===== config.mk =====
export PLATFORM = sky130hd
export DESIGN_NAME = serial_subtractor
export DESIGN_NICKNAME = d
export VERILOG_FILES = /design/src/rtl/serial_subtractor_pkg.sv /design/src/rtl/serial_subtractor_full_subtractor.sv /design/src/rtl/serial_subtractor.sv
export SDC_FILE = /design/constraint.sdc
export NUM_CORES = 1
export LEC_CHECK = 0
export CAP_MARGIN = 20
export CORE_MARGIN = 10
export CORE_UTILIZATION = 48
export DETAILED_ROUTE_END_ITERATION = 16
export GPL_ROUTABILITY_DRIVEN = 0
export PLACE_DENSITY_LB_ADDON = 0.12
export SLEW_MARGIN = 20
export SYNTH_ARGS = -nofsm -noshare
export SYNTH_HDL_FRONTEND = slang
export SYNTH_HIERARCHICAL = 1
export SYNTH_SLANG_ARGS = --single-unit

===== constraint.sdc =====
create_clock -name clk -period 1.87 [get_ports clk]
set_input_delay 0.374 -clock clk [delete_from_list [all_inputs] [get_ports clk]]
set_output_delay 0.374 -clock clk [all_outputs]
set_load 0.01 [all_outputs]

===== src/rtl/serial_subtractor_pkg.sv =====
// Shared types and constants for the bit-serial subtractor.
package serial_subtractor_pkg;

  localparam int unsigned DEFAULT_WIDTH = 4;

  typedef enum logic [1:0] {
    IDLE,
    SHIFT,
    DONE
  } state_t;

endpackage


===== src/rtl/serial_subtractor_full_subtractor.sv =====
// One-bit full subtractor: d = a - b - bin, bout set when the bit borrows.
module full_subtractor (
  input  logic a,
  input  logic b,
  input  logic bin,
  output logic d,
  output logic bout
);

  assign d    = a ^ b ^ bin;
  assign bout = (~a & b) | (~(a ^ b) & bin);

endmodule


===== src/rtl/serial_subtractor.sv =====
// Bit-serial a-b, LSB first, one bit per clock; result registered with
// unsigned borrow and signed overflow flags.
module serial_subtractor
  import serial_subtractor_pkg::*;
#(
  parameter int unsigned WIDTH = DEFAULT_WIDTH
) (
  input  logic             clk,
  input  logic             rst_n,
  input  logic             start,
  input  logic [WIDTH-1:0] a,
  input  logic [WIDTH-1:0] b,
  output logic             busy,
  output logic             done,
  output logic [WIDTH-1:0] diff,
  output logic             borrow,
  output logic             overflow
);

  localparam int unsigned CW = (WIDTH > 1) ? $clog2(WIDTH) : 1;

  state_t           state;
  state_t           next;
  logic [WIDTH-1:0] a_sr;
  logic [WIDTH-1:0] b_sr;
  logic [WIDTH-1:0] diff_r;
  logic             borrow_r;
  logic             overflow_r;
  logic [CW-1:0]    cnt;
  logic             d_bit;
  logic             bout_bit;
  logic             last_bit;

  full_subtractor u_fs (
    .a    (a_sr[0]),
    .b    (b_sr[0]),
    .bin  (borrow_r),
    .d    (d_bit),
    .bout (bout_bit)
  );

  assign last_bit = (cnt == CW'(WIDTH - 1));

  always_ff @(posedge clk or negedge rst_n) begin
    if (!rst_n) begin
      state <= IDLE;
    end else begin
      state <= next;
    end
  end

  always_comb begin
    next = state;
    unique case (state)
      IDLE:    if (start) next = SHIFT;
      SHIFT:   if (last_bit) next = DONE;
      DONE:    next = IDLE;
      default: next = IDLE;
    endcase
  end

  always_comb begin
    busy = (state != IDLE);
    done = (state == DONE);
  end

  // On the last bit the operand LSBs are the original MSBs, so overflow
  // is formed from them and the diff MSB being produced on this edge.
  always_ff @(posedge clk or negedge rst_n) begin
    if (!rst_n) begin
      a_sr       <= '0;
      b_sr       <= '0;
      diff_r     <= '0;
      borrow_r   <= 1'b0;
      overflow_r <= 1'b0;
      cnt        <= '0;
    end else begin
      unique case (state)
        IDLE: begin
          if (start) begin
            a_sr       <= a;
            b_sr       <= b;
            borrow_r   <= 1'b0;
            overflow_r <= 1'b0;
            cnt        <= '0;
          end
        end
        SHIFT: begin
          diff_r   <= {d_bit, diff_r[WIDTH-1:1]};
          a_sr     <= a_sr >> 1;
          b_sr     <= b_sr >> 1;
          borrow_r <= bout_bit;
          cnt      <= cnt + CW'(1);
          if (last_bit) begin
            overflow_r <= (a_sr[0] ^ b_sr[0]) & (d_bit ^ a_sr[0]);
          end
        end
        default: ;
      endcase
    end
  end

  assign diff     = diff_r;
  assign borrow   = borrow_r;
  assign overflow = overflow_r;

endmodule


pinout.png
Pins as bars across the die edge, other pins in grey.
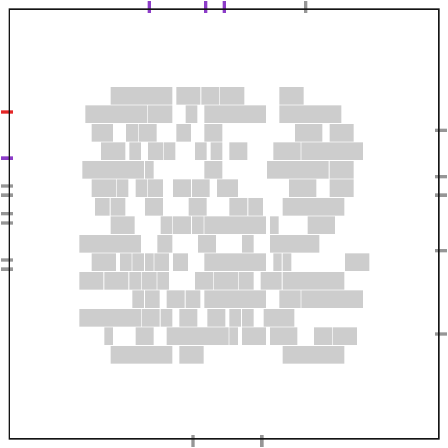
colour	port	pins	direction	edge
red	`clk`	1	input	left
purple	`b`	4	input	3 top, 1 left
all pins by edge	8 left, 5 right, 4 top, 2 bottom

layers.png
Scale bar: 20 um.
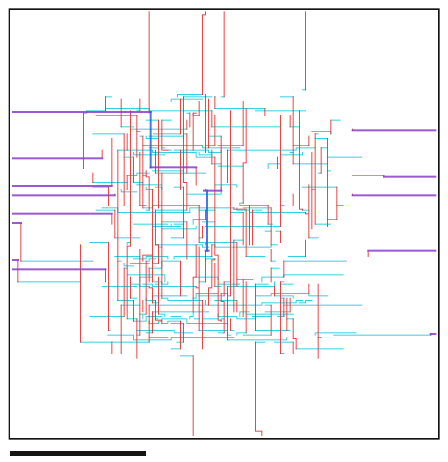
colour	layer	wire length
purple	M3	144 um
red	M2	881 um
blue	M4	17.0 um
cyan	M1	798 um

ff_map.png
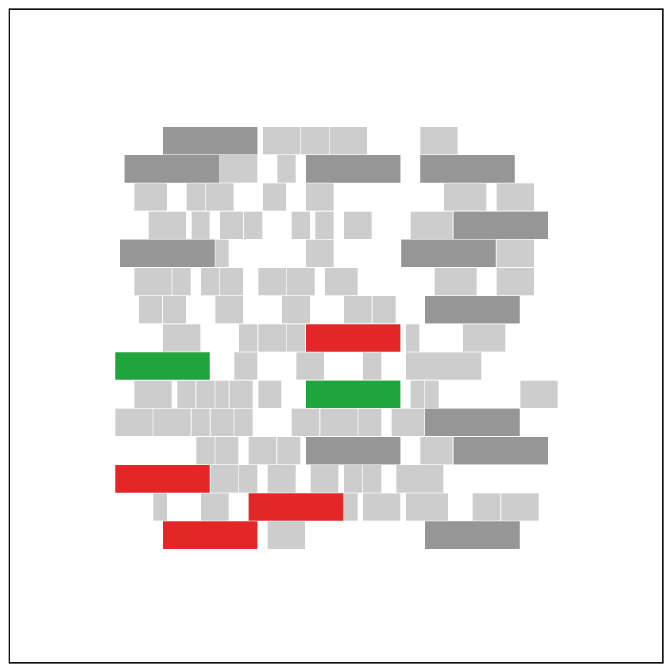
colour	signal	sequential cells
green	`state`	2
red	`a_sr`	4

congestion_map.png
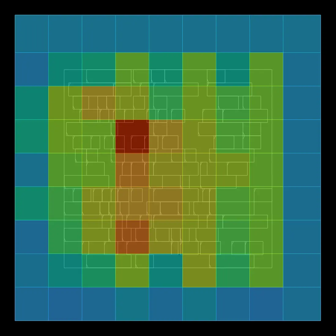
GRT Max-Usage Layer: met2
M2 GR Usage: 15.6%

clock_wires.png
Scale bar: 20 um.
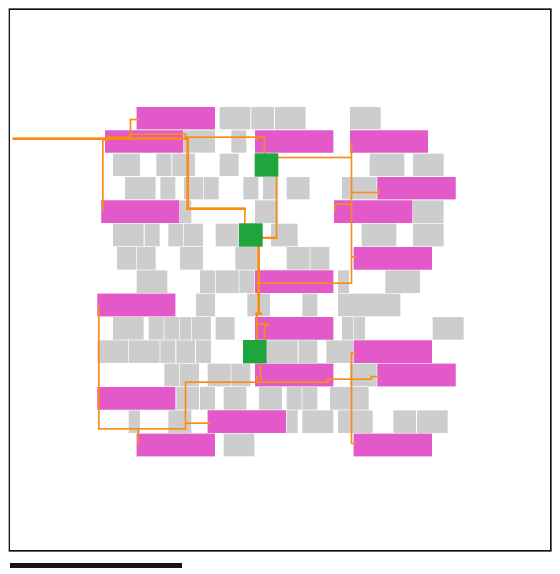
[magenta] flip-flops | count: 18
[green] clock-net drivers | count: 3
[orange] clock wires | length: 221 um
routed clock nets	4

==> summary.txt <==
Notes from the flow run.

Status:
- The flow ran to the end, and the final reports show no timing, DRC or antenna violations.

Routing:
- The run gives the number of vias per cell as 5.14.
- The run puts the detailed router's first-iteration violation count at 11.
- The run puts the number of remaining DRC errors at 0.
- In the log, the iteration count for the first detailed-route pass is 4.
- The run gives the antenna violation net count after detailed routing as 0.
- The run gives the routed wirelength normalized by instance count as 14.2 um.

Setup path:
- In this run the critical path is formed by nor2b_1 > clkdlybuf4s50_1.
- The run gives the register-to-register setup slack as 0.37 ns.
- The run gives the critical path capture point type as an output port.
- The run puts the worst path required time at 1.50 ns.

Pwr:
- Per report_power, the Sequential row totals 0.677 mW.
- The net switching power in the latest report is 0.603 mW.
- The biggest slice of the total power is consumed by combinational logic.

Clock tree:
- The run puts the hold buffer count at CTS at 0.
- The run puts the clock latency at the later pin of the worst-skew pair at 0.29 ns.
- The run gives the number of gates resized after CTS as 1.
- The run gives the maximum buffer depth of the clock tree as 2.
- Clock tree synthesis inserted a total of 3 buffers.

Global routing:
- The number of antenna violations at the first check in global routing was 0.
- After global routing the overflow that remains totals 0.
- The run puts the pin count of the biggest net entering global routing at 19.
- The run puts the via count of the first global-routing pass at 709.

Logic synthesis:
- Of the synthesized area, sequential elements account for 50.9%.
- The run gives the average cell area after synthesis as 10.7 um2.
- The run gives the number of synthesized register bits as 18.
- The run gives the biggest area consumer among synthesized cells as sky130_fd_sc_hd__dfrtp_1.
- The run puts the synthesized-area fraction occupied by and/or/nand/nor cells at 13.2%.
- In the post-synthesis netlist, the biggest area contributors are sky130_fd_sc_hd__dfrtp_1, sky130_fd_sc_hd__nor2b_1, sky130_fd_sc_hd__mux2_2, sky130_fd_sc_hd__a21oi_1, sky130_fd_sc_hd__a22oi_1.

Final timing:
- The run gives the timing-limited maximum frequency as 0.574 GHz.
- The run gives the share of the clock period used by the worst path as 93.1%.
- Setup repair after global routing left no endpoint under its margin.
- The run puts the clock skew at 0.00411 ns.
- Per the slew report, the remaining headroom to the max-slew limit stands at 81.6%.
- The routed design could run at a clock period as short as 1.74 ns.
- The run gives the final critical-path setup slack as 0.129 ns.

Cells and area:
- The run puts the number of nets at the end of the flow at 120.
- The run puts the final antenna diode count at 0.
- The run gives the number of fill cells as 155.
- The run puts the share of the core filled with cells in the final layout at 64.8%.

Place:
- Once placement completed, the tool counted placed cells totaling 127.
- The run gives the setup slack after placement as 0.200 ns.

Die:
- Pin placement for this block handled 19 I/O pins.
- The run puts the die boundary height at 62.9 um.
- The run gives the area inside the core boundary as 0.00175 mm2.
- The run puts the effective utilization at floorplan at 50.7%.
## worst max-delay path by stage
stage | from | endpoint | slack (ns) | cells past startpoint
after floorplan | borrow | overflow | 0.52 | 5
after global placement | start | a_sr[3] | 0.27 | 5
after detailed placement | start | a_sr[3] | 0.20 | 5
after CTS | state[0] | done | 0.12 | 2
after global routing | state[0] | done | 0.02 | 2
final | state[0] | done | 0.13 | 2
## area by class of cell
cell class | instances | area, um2 | area share, %
Tap cell | 25 | 31.3 | 2.77
Inverter | 4 | 15.0 | 1.33
Timing Repair Buffer | 25 | 231 | 20.5
Multi-Input combinational cell | 55 | 380 | 33.6
Sequential cell | 18 | 450 | 39.8
Clock buffer | 3 | 22.5 | 1.99
## registers in the layout, summed over array words and instances, names as in the netlist
name	cells
borrow	1
cnt	2
b_sr	4
diff	4
overflow	1
a_sr	4
state	2
## worst reg2reg max path, delay by kind of cell (launching register included)
family | cells | cell delay (ns)
and+or+nand+nor | 1 | 0.16
buffers and inverters | 1 | 0.08
adders and majority gates | 1 | 0.50
AOI/OAI and AO/OA | 2 | 0.23
DFF | 1 | 0.43
## cells by family after synthesis
group / Yosys count
simple gates: 19
compound gates: 29
buf+inv: 10
fa+ha+maj: 2
flops: 18
mux: 5
## metrics by stage
| stage | instance area, um2 | power, mW |
|---|---|---|
| after floorplan | 885 | 1.24 |
| final | 1130 | 1.70 |
| after global placement | 1110 | 1.52 |
| after CTS | 1130 | 1.72 |
| after detailed placement | 1110 | 1.54 |
| after global routing | 1130 | 1.86 |
## per-layer routing
layer / GRT usage (%) / wire [um] / up-vias
met2: 15.6 / 881 / 16
met3: 3.94 / 144 / 4
met1: 11.0 / 797 / 318
li1: - / - / 330
met5: 0 / 0 / -
met4: 3.35 / 17 / 0
No activity file was given, so power comes from the tool's default toggle rates.
